==> config.mk <==
export PLATFORM = sky130hd
export DESIGN_NAME = mem_demux
export DESIGN_NICKNAME = d
export VERILOG_FILES = /design/src/rtl/mem_demux.sv
export SDC_FILE = /design/constraint.sdc
export NUM_CORES = 2
export LEC_CHECK = 0
export CORE_AREA = 2 2 514 516
export CTS_CLUSTER_SIZE = 16
export DETAILED_ROUTE_END_ITERATION = 12
export DIE_AREA = 0 0 516 518
export GPL_TIMING_DRIVEN = 0
export HOLD_SLACK_MARGIN = 0.05
export PLACE_DENSITY = 0.42
export SYNTH_ARGS = -nofsm -noshare
export SYNTH_HDL_FRONTEND = slang
export SYNTH_SLANG_ARGS = --single-unit
==> constraint.sdc <==
create_clock -name clk -period 36.9 [get_ports clk]
set_input_delay 7.38 -clock clk [delete_from_list [all_inputs] [get_ports clk]]
set_output_delay 7.38 -clock clk [all_outputs]
set_load 0.05 [all_outputs]
==> src/rtl/mem_demux.sv <==
// -----------------------------------------------------------------------------
// mem_demux
//   Write-side scatter stage behind the memory controller. A burst starts with
//   a base word address (start/base_addr). Each accepted beat carries
//   NUM_BANKS lanes; lane i is written to global word cur_addr+i, which lands
//   in bank (cur_addr+i) mod NUM_BANKS at row (cur_addr+i) / NUM_BANKS.
//   The final beat (data_last) may be partial: only lanes 0..n-1 are written,
//   where n = data_num_valid and 0 encodes a full beat.
//
// Ports
//   clk, rst        clock, asynchronous active-high reset
//   start/base_addr load burst base address (only while idle)
//   busy            burst in progress
//   data_valid/ready/in/last/num_valid   beat handshake and payload
//   sram_cs/addr/wdata   per-bank registered write strobe, row, data
//   done            pulses with the writes of the final beat
// -----------------------------------------------------------------------------
module mem_demux #(
  parameter int NUM_BANKS = 16,
  parameter int DATA_W    = 32,
  parameter int ADDR_W    = 19,
  parameter int ROW_W     = 15,
  localparam int BANK_W   = $clog2(NUM_BANKS)
) (
  input  logic                        clk,
  input  logic                        rst,
  input  logic                        start,
  input  logic [ADDR_W-1:0]           base_addr,
  output logic                        busy,
  input  logic                        data_valid,
  output logic                        data_ready,
  input  logic [NUM_BANKS*DATA_W-1:0] data_in,
  input  logic                        data_last,
  input  logic [BANK_W-1:0]           data_num_valid,
  output logic [NUM_BANKS-1:0]        sram_cs,
  output logic [NUM_BANKS*ROW_W-1:0]  sram_addr,
  output logic [NUM_BANKS*DATA_W-1:0] sram_wdata,
  output logic                        done
);

  localparam int NV_W = BANK_W + 1;

  typedef enum logic {
    IDLE   = 1'b0,
    ACTIVE = 1'b1
  } state_t;

  state_t                           r_state;
  state_t                           w_state_next;
  logic [ADDR_W-1:0]                r_cur_addr;
  logic [ADDR_W-1:0]                w_cur_addr_next;

  logic [NUM_BANKS-1:0]             r_cs;
  logic [NUM_BANKS-1:0][ROW_W-1:0]  r_addr;
  logic [NUM_BANKS-1:0][DATA_W-1:0] r_wdata;
  logic                             r_done;

  logic                             w_accept;
  logic [NV_W-1:0]                  w_nv;
  logic [BANK_W-1:0]                w_lane  [NUM_BANKS];
  logic [ROW_W-1:0]                 w_row   [NUM_BANKS];
  logic [DATA_W-1:0]                w_ldata [NUM_BANKS];
  logic [NUM_BANKS-1:0]             w_hit;

  assign busy       = (r_state == ACTIVE);
  assign data_ready = busy;
  assign w_accept   = data_valid && busy;

  // Lanes written this beat: full unless this is a partial final beat.
  assign w_nv = (data_last && (data_num_valid != '0)) ? {1'b0, data_num_valid}
                                                      : NV_W'(NUM_BANKS);

  // Work per bank rather than per lane: bank b receives the lane whose word
  // address has low bits b, i.e. lane (b - cur_addr) mod NUM_BANKS. This makes
  // each bank a simple mux instead of a 16-way scatter.
  always_comb begin
    // NOTE: every combinational output gets a default before any conditional
    // assignment so no path leaves it unassigned and no latch is inferred.
    w_hit = '0;
    for (int b = 0; b < NUM_BANKS; b++) begin
      w_lane[b]  = BANK_W'(b) - r_cur_addr[BANK_W-1:0];
      w_row[b]   = ROW_W'((r_cur_addr + ADDR_W'(w_lane[b])) >> BANK_W);
      w_ldata[b] = data_in[w_lane[b]*DATA_W +: DATA_W];
      w_hit[b]   = w_accept && ({1'b0, w_lane[b]} < w_nv);
    end
  end

  // FSM state and burst address register.
  always_ff @(posedge clk or posedge rst) begin
    if (rst) begin
      r_state    <= IDLE;
      r_cur_addr <= '0;
    end else begin
      // NOTE: sequential state uses non-blocking assignments so every register
      // samples pre-edge values regardless of statement order.
      r_state    <= w_state_next;
      r_cur_addr <= w_cur_addr_next;
    end
  end

  always_comb begin
    w_state_next    = r_state;
    w_cur_addr_next = r_cur_addr;
    unique case (r_state)
      IDLE: begin
        if (start) begin
          w_state_next    = ACTIVE;
          w_cur_addr_next = base_addr;
        end
      end
      ACTIVE: begin
        if (w_accept) begin
          // Wraps naturally at 2^ADDR_W.
          w_cur_addr_next = r_cur_addr + ADDR_W'(NUM_BANKS);
          if (data_last) w_state_next = IDLE;
        end
      end
      default: w_state_next = IDLE;
    endcase
  end

  // Registered SRAM write port. Row and data hold in banks not written.
  always_ff @(posedge clk or posedge rst) begin
    if (rst) begin
      // NOTE: the per-bank address/data registers are outputs that must read
      // zero out of reset, so they are reset like control state, not left as
      // unreset storage.
      r_cs    <= '0;
      r_addr  <= '0;
      r_wdata <= '0;
      r_done  <= 1'b0;
    end else begin
      r_cs   <= w_hit;
      r_done <= w_accept && data_last;
      for (int b = 0; b < NUM_BANKS; b++) begin
        if (w_hit[b]) begin
          r_addr[b]  <= w_row[b];
          r_wdata[b] <= w_ldata[b];
        end
      end
    end
  end

  assign sram_cs    = r_cs;
  assign sram_addr  = r_addr;
  assign sram_wdata = r_wdata;
  assign done       = r_done;

endmodule

### Routing congestion map

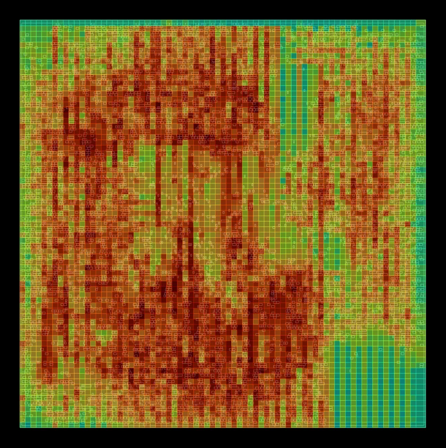
M2 GR Usage: 58.9%
met1 usage: 47.7%
post-layout util: 31.1%

### Close-up of the layout

Window x 116 to 141, y 376 to 401 um. Cells in gray, sequential cells in the stronger gray; small squares are vias.
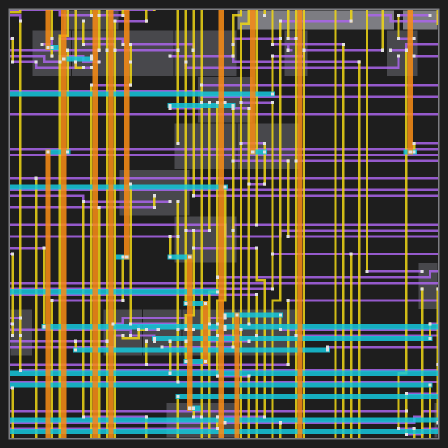
layer	color
met3	cyan
met4	orange
met1	purple
met2	yellow
cells with their middle in the window	16
most frequent	o22ai_1 (4), mux2i_1 (4)
sequential cells in the window	0

==> out/metrics.yaml <==
run_status:
  outcome: "complete, but fails checks"
  violations: "max-capacitance violations, max-slew violations"
logic_synthesis:
  async_reset_ff_share_pct: 100
  ys_sh_simple_pct: 6.46
  numSynthFlops: 789
  edf_count: 0
  flop_cell: "dfrtp_1"
  synth.distinct_cells: 56
  yosys-stat-area_mm2: 0.0592
  yosys-mux-area-fraction_pct: 30.8
  aoi_share_pct: 19.7
  synth.cellmix.xorXnorShare_pct: 3.45
  ys_sh_adder_pct: 1.33
cells_and_area:
  syn_to_final_growth_pct: 37.5
  layout-drive-gt1-share_pct: 13.3
clock_network:
  cts_buffer_depth: 3
  clock-sinks: 789
  clkLatencyLatePin_ns: 0.80
  cts_resized: 0
  ctsHtreeMaxLevel: 3
  clk_pin_slew_ns: 0.06
global_route:
  grt_max_degree: 122
  grt_pass1_vias: 65300
  grt-ovfl-total: 0
  grtUsageTotal_pct: 38.8
power_and_ir_drop:
  p_per_area_mw_per_mm2: 119
  leakagePower_nw: 32.1
  irDropWorstVdd_uv: 65.0
drt:
  drt_wl_total_um: 540000
  drtAntennaViolNets: 0
  drtPass1Iterations: 7
  vias_per_cell: 5.93
sta:
  min_period_ns: 12.20
  fin_skew_ns: 0.0682
  drv_slew: 175
  layout_setup_ws_ns: 24.70
run:
  max_cap_violations: 22
setup_path:
  cp.arrival_ns: 12.77
  end_kind: "register"
  worstPathRequired_ns: 37.46
  critPathMaxFanout: 16
placed_design:
  dp_cells: 11100
  gp_congestion: 0.997
  dp_hpwl_um: 428000
  pre_cts_slack_ns: 23.95
floorplan:
  die_x_um: 516
  num_rows: 188
  die_area_mm2: 0.267
==> cells in the mapped netlist, types with 66 or more instances <==
master,count,area (um2)
mux2i_1,1030,10300
xnor2_1,189,1660
a221oi_1,387,3390
buf_1,66,248
a21oi_1,227,1140
mux2_2,574,6460
o21ai_0,582,2910
nor2_1,192,721
clkbuf_1,421,1580
buf_2,112,561
nand2_1,644,2420
dfrtp_1,789,19700
inv_1,111,417
o22ai_1,391,2450
==> final cells by class <==
cell class | count | area (um2)
plain buffers | 606 | 2500
clock inverters | 55 | 656
well taps | 3515 | 4400
flip-flops and latches | 789 | 19700
multi-input cells | 4731 | 36600
diodes | 106 | 265
inverters | 119 | 454
repair buffers | 1339 | 13700
fillers | 27500 | 180000
clock buffers | 140 | 2990
==> state kept, by name (all words and copies together), names as in the netlist <==
signal,count
busy,1
done,1
r_cur_addr,19
sram_addr,240
sram_cs,16
sram_wdata,512
==> cell usage in the layout, fill, tap and decap left out, types with 189 or more instances in the layout <==
cell type and n:
mux2_2 574, nand2_1 644, o22ai_1 391, xnor2_1 189, clkdlybuf4s50_1 1310, a21oi_1 227
mux2i_1 1030, dfrtp_1 789, a221oi_1 387, o21ai_0 576, clkbuf_1 402
==> path summary, 6_finish.rpt <==
kind | to | slack, ns | start | cells after the start
max | sram_wdata[352]$_DFFE_PP0P_ | 24.70 | data_last | 9
min | sram_wdata[353]$_DFFE_PP0P_ | 0.48 | sram_wdata[353]$_DFFE_PP0P_ | 2
max reg2reg | sram_wdata[78]$_DFFE_PP0P_ | 27.90 | r_cur_addr[1]$_DFFE_PP0P_ | 18
min reg2reg | sram_wdata[353]$_DFFE_PP0P_ | 0.48 | sram_wdata[353]$_DFFE_PP0P_ | 2
max in group asynchronous | sram_wdata[151]$_DFFE_PP0P_ | 27.94 | rst | 5
min in group asynchronous | sram_addr[154]$_DFFE_PP0P_ | 7.08 | rst | 2
==> layer usage <==
layer / GRT usage, % / routed length (um)
met1: 47.7 / 212000
met5: 0.0721 / 289
met3: 9.52 / 48500
met2: 58.9 / 233000
met4: 27.7 / 45100
==> cells by family (layout without fill, tap and decap cells) <==
group | after synthesis | in the layout
AND-OR/OR-AND | 1819 | 1819
XOR/XNOR | 233 | 233
adder cells (fa/ha/maj) | 63 | 63
buffers and inverters | 725 | 2259
flip-flops | 789 | 789
multiplexers | 1668 | 1668
other | 0 | 106
AND/OR/NAND/NOR | 948 | 948
==> power by group <==
part / internal [mW] / switching [mW] / total, mW
Sequential: 1.29 / 0.438 / 1.73
Clock: 0.636 / 0.490 / 1.13
Combinational: 1.91 / 4.91 / 6.82
Total: 3.84 / 5.84 / 9.68
==> per-stage QoR <==
step / utilization (%) / cell area [um2] / total power, mW
floorplan: - / 59200 / 5.13
global placement: 29.3 / 76700 / 8.34
detailed placement: 29.6 / 77400 / 8.38
CTS: 31.0 / 81000 / 9.53
global route: 31.1 / 81300 / 9.83
finish: 31.1 / 81300 / 9.68
==> worst max-delay path: stages <==
cell and delay (ns):
clkdlybuf4s50_1 0.56, clkbuf_1 0.60, nand2_1 0.65, ha_1 0.51, inv_1 0.06, o31ai_4 0.77
clkbuf_2 0.88, clkbuf_1 1.06, o21ai_0 0.26
Power is estimated from default activity; no workload was simulated.
